### The metal 1 layer, run 1

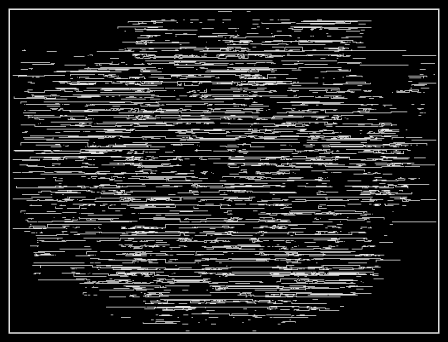
### M2 wires, run 1

Scale bar: 50 um. Cells faint in the background.
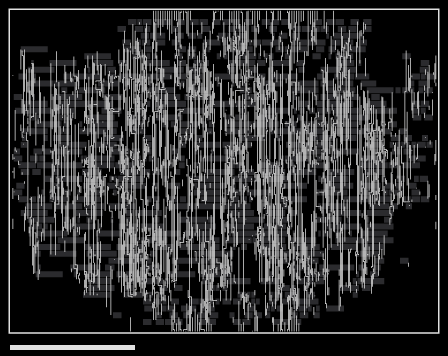
### Met3 routing, run 1

Scale bar: 50 um.
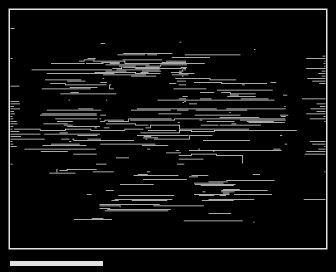
Design fu_issue_flat, sky130hd; sources not shown.
==> reports/metrics.cfg, run 1 <==
[cells_and_area]
area_dominant_class = combinational gates
mostFrequentLayoutCells = nor2_1, edfxtp_1, clkdlybuf4s50_1
final_area_um2 = 10600
nClkBuffers = 17
syn_to_final_growth_pct = 23.7
comb_cells = 494

[floorplan]
num_io_pins = 140
placementRows = 45
core_um2 = 20600

[synth]
yosysUniqueCellTypes = 31
syn_inst = 690
ys_sh_xor_pct = 0.615
yosys.area.top_type = edfxtp_1
synthFlopType = edfxtp_1
synth-compound-area-share_pct = 8.17
mux_share_pct = 29.9
synth-edff-count = 128
logic_family = multiplexers

[power_and_ir_drop]
total_power_w = 0.00245
peakVddDrop_uv = 133
combPwrFrac_pct = 22.3

[sta]
slew_viol_final = 0
worstMarginPinSlew_ns = 0.810
maxSlewHeadroom_pct = 44.4
fin_ws_ns = 0.488

[worst_setup_path]
worst-endpoint-arrival_ns = 3.71
crit_type = input pin to output pin
critical_path_depth = 6
worstPathRequired_ns = 4.20
path_cells = clkdlybuf4s50_1 > buf_4 > mux4_2 > a21oi_1 > a21oi_1 > clkdlybuf4s50_1

[grt]
grt_max_degree = 49

[run]
drv_cap = 0
warnings = 26

[clocking]
cts_setup_buffers = 0
cts_buffer_depth = 2
path_clk_slew_ns = 0.13
postCtsResizedCells = 0
hold_buffers = 0

[routing]
met1_length_um = 12300
dr.first_iter.drc_count = 850
wl_met3_um = 3260
wl_per_cell_um = 26.4

[status]
status = complete, no violations

[placement]
gp_congestion = 0.867

About 'The metal 1 layer':
longest straight run: 50.6 um
main direction: horizontal
nets with wire on the layer: 830
met1 usage: 38.5%
vias post-DR: 6839
final wirelength: 29700 um

About 'M2 wires':
main direction: vertical
longest straight run: 70.7 um
met2 Usage GRT: 41.9%

About 'Met3 routing':
longest straight run: 63.0 um
share of all routed wire: 11%
nets with wire on the layer: 148
main direction: horizontal
met3 Track Usage GR: 7.72%

## Run 2: what changed since run 1
--- a/config.mk
+++ b/config.mk
@@ -13,6 +13,7 @@
 export CTS_CLUSTER_SIZE = 16
 export DETAILED_ROUTE_END_ITERATION = 8
 export HOLD_SLACK_MARGIN = 0.03
+export SKIP_LAST_GASP = 1
 export SYNTH_ARGS = -nofsm -noshare
 export SYNTH_HDL_FRONTEND = slang
 export SYNTH_SLANG_ARGS = --single-unit
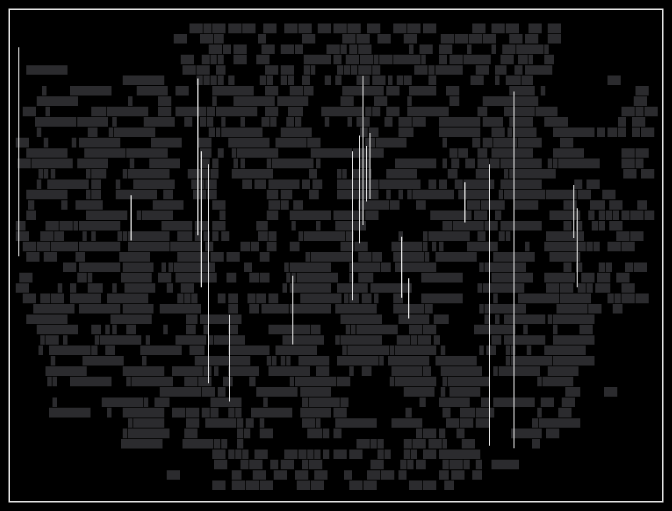
*The metal 4 layer, run 2*
Cells faint in the background.
main direction: vertical
share of all routed wire: 2.1%
nets with wire on the layer: 18
wire length on this layer: 613 um
longest straight run: 93.2 um

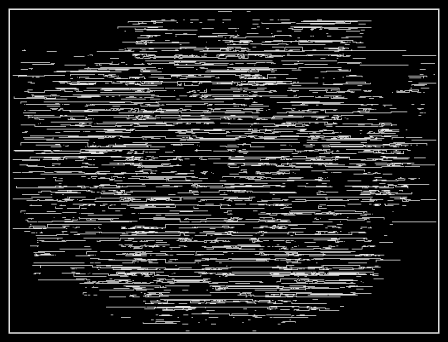
*The metal 1 layer, run 2*

==> reports/metrics.cfg, run 2 <==
[routing]
wl_per_cell_um = 26.4  ; unchanged
totalWireLength_um = 29700  ; unchanged
met1_length_um = 12300  ; unchanged
vias = 6839  ; unchanged
wl_met3_um = 3260  ; unchanged

[run]
warnings = 26  ; unchanged
drv_cap = 0  ; unchanged

[grt]
met2_usage_pct = 41.9  ; unchanged
grt_max_degree = 49  ; unchanged
met1_usage_pct = 38.5  ; unchanged

[power_and_ir_drop]
combPwrFrac_pct = 22.3  ; about the same
p_switching_w = 0.000754  ; unchanged
total_power_w = 0.00245  ; unchanged
clkPwrFrac_pct = 27.6  ; about the same
peakVddDrop_uv = 133  ; unchanged
powerDensity_nw_per_um2 = 232  ; unchanged

[cells_and_area]
nClkBuffers = 17  ; unchanged
area_dominant_class = combinational gates  ; unchanged
mostFrequentLayoutCells = nor2_1, edfxtp_1, clkdlybuf4s50_1  ; unchanged
syn_to_final_growth_pct = 23.7  ; unchanged
comb_cells = 494  ; unchanged
final_area_um2 = 10600  ; unchanged

[sta]
worstMarginPinSlew_ns = 0.810  ; unchanged
slew_viol_final = 0  ; unchanged
fin_ws_ns = 0.488  ; unchanged

[synth]
yosysUniqueCellTypes = 31  ; unchanged
synthFlopType = edfxtp_1  ; unchanged
synth-compound-area-share_pct = 8.17  ; unchanged
mux_share_pct = 29.9  ; unchanged
synth-edff-count = 128  ; unchanged
yosys.area.top_type = edfxtp_1  ; unchanged
syn_inst = 690  ; unchanged

[status]
status = complete, no violations  ; unchanged

[worst_setup_path]
critical_path_depth = 6  ; unchanged
path_cells = clkdlybuf4s50_1 > buf_4 > mux4_2 > a21oi_1 > a21oi_1 > clkdlybuf4s50_1  ; unchanged
crit_type = input pin to output pin  ; unchanged
worstPathRequired_ns = 4.20  ; about the same
reg2reg_slack_ns = 1.90  ; about the same
worst-endpoint-arrival_ns = 3.71  ; about the same

[floorplan]
placementRows = 45  ; unchanged
fp.dieH_um = 129  ; unchanged
num_io_pins = 140  ; unchanged

[clocking]
postCtsResizedCells = 0  ; unchanged
hold_buffers = 0  ; unchanged
path_clk_slew_ns = 0.13  ; about the same
cts_buffer_depth = 2  ; unchanged
cts_setup_buffers = 0  ; unchanged

[placement]
gp_congestion = 0.867  ; unchanged

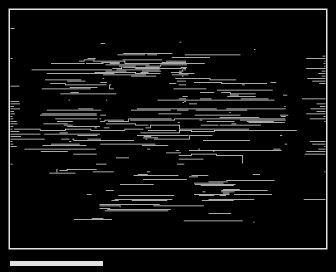
*Met3 routing, run 2*
Scale bar: 50 um.
share of all routed wire: 11%
main direction: horizontal
nets with wire on the layer: 148
longest straight run: 63.0 um
wire length on this layer: 3260 um

## Run 3: what changed since run 2
--- a/config.mk
+++ b/config.mk
@@ -6,7 +6,8 @@
 export NUM_CORES = 1
 export LEC_CHECK = 0
 export CAP_MARGIN = 20
-export CORE_ASPECT_RATIO = 0.75
+export CORE_ASPECT_RATIO = 2
+export CORE_MARGIN = 2
 export CORE_UTILIZATION = 40
 export CTS_BUF_LIST = sky130_fd_sc_hd__clkbuf_4
 export CTS_CLUSTER_DIAMETER = 50
==> constraint.sdc (replaced) <==
create_clock -name clk -period 4.8 [get_ports clk]
set_clock_uncertainty 0.2 [all_clocks]
set_input_delay 0.96 -clock clk [delete_from_list [all_inputs] [get_ports clk]]
set_output_delay 0.96 -clock clk [all_outputs]
set_load 0.03 [all_outputs]
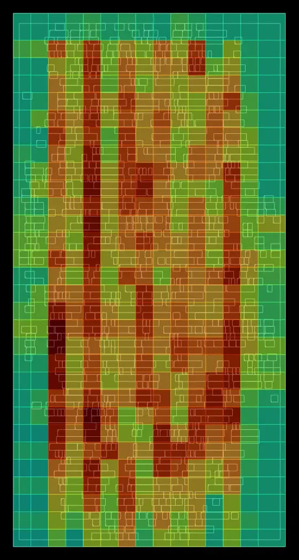
*Routing congestion map, run 3*
GRT Overall Usage: 26.3%
met3 Track Usage GR: 4.35%
wire length per cell: 26.2 um

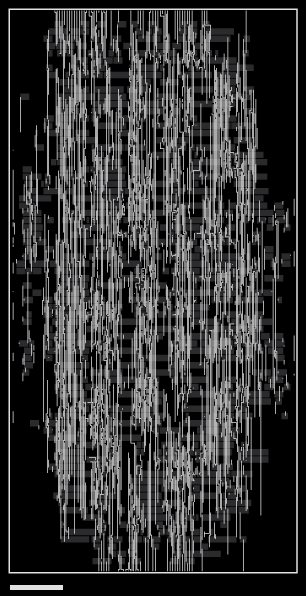
*M2 wires, run 3*
Scale bar: 20 um. Cells faint in the background.
longest straight run: 84.3 um
nets with wire on the layer: 792
main direction: vertical
share of all routed wire: 55%
wire length on this layer: 16300 um
vias post-DR: 6884
final wirelength: 29400 um

==> reports/metrics.cfg, run 3 <==
[status]
status = complete, no violations  ; unchanged

[cells_and_area]
syn_to_final_growth_pct = 24.3  ; was 23.7%
nFlopsAndLatches = 136  ; unchanged
final_area_um2 = 10600  ; about the same
nClkBuffers = 22  ; was 17
area_dominant_class = combinational gates  ; unchanged
mostFrequentLayoutCells = nor2_1, edfxtp_1, clkdlybuf4s50_1  ; unchanged
comb_cells = 494  ; unchanged

[power_and_ir_drop]
total_power_w = 0.00279  ; was 0.00245 W
peakVddDrop_uv = 162  ; was 133 uV
combPwrFrac_pct = 22.3  ; about the same
powerDensity_nw_per_um2 = 263  ; was 232 nW/um2
p_clk_w = 0.000767  ; was 0.000675 W
clkPwrFrac_pct = 27.4  ; was 27.6%
combinationalPower_w = 0.000624  ; was 0.000545 W

[clocking]
hold_buffers = 0  ; unchanged
postCtsResizedCells = 0  ; unchanged
path_clk_slew_ns = 0.11  ; was 0.13 ns
cts_setup_buffers = 0  ; unchanged
cts_buffer_depth = 2  ; unchanged

[sta]
maxSlewHeadroom_pct = 46.6  ; was 44.4%
fin_ws_ns = 0.114  ; was 0.488 ns
worstMarginPinSlew_ns = 0.779  ; was 0.810 ns
slew_viol_final = 0  ; unchanged

[placement]
gp_congestion = 0.894  ; was 0.867

[synth]
ys_sh_xor_pct = 0.615  ; unchanged
logic_family = multiplexers  ; unchanged
synthFlopType = edfxtp_1  ; unchanged
yosys.area.top_type = edfxtp_1  ; unchanged
mux_share_pct = 29.9  ; unchanged
yosysUniqueCellTypes = 31  ; unchanged
syn_inst = 690  ; unchanged

[grt]
grt_max_degree = 25  ; was 49
met2_usage_pct = 49.0  ; was 41.9%

[routing]
wl_met3_um = 1800  ; was 3260 um
dr.first_iter.drc_count = 594  ; was 850
met1_length_um = 10000  ; was 12300 um

[floorplan]
placementRows = 75  ; was 45
fp.dieH_um = 211  ; was 129 um

[worst_setup_path]
path_cells = clkdlybuf4s50_1 > nand2b_1 > o22ai_1 > a21oi_1 > a21oi_1 > clkdlybuf4s50_1  ; was clkdlybuf4s50_1 > buf_4 > mux4_2 > a21oi_1 > a21oi_1 > clkdlybuf4s50_1
worstPathRequired_ns = 3.64  ; was 4.20 ns
reg2reg_slack_ns = 1.56  ; was 1.90 ns
critical_path_depth = 6  ; unchanged
r2r_cells = 6  ; unchanged
worst-endpoint-arrival_ns = 3.53  ; was 3.71 ns

[run]
drv_cap = 0  ; unchanged

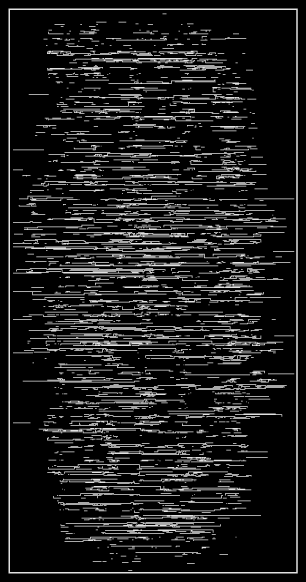
*The metal 1 layer, run 3*
met1 usage: 28.2%

Power is estimated from default activity; no workload was simulated.
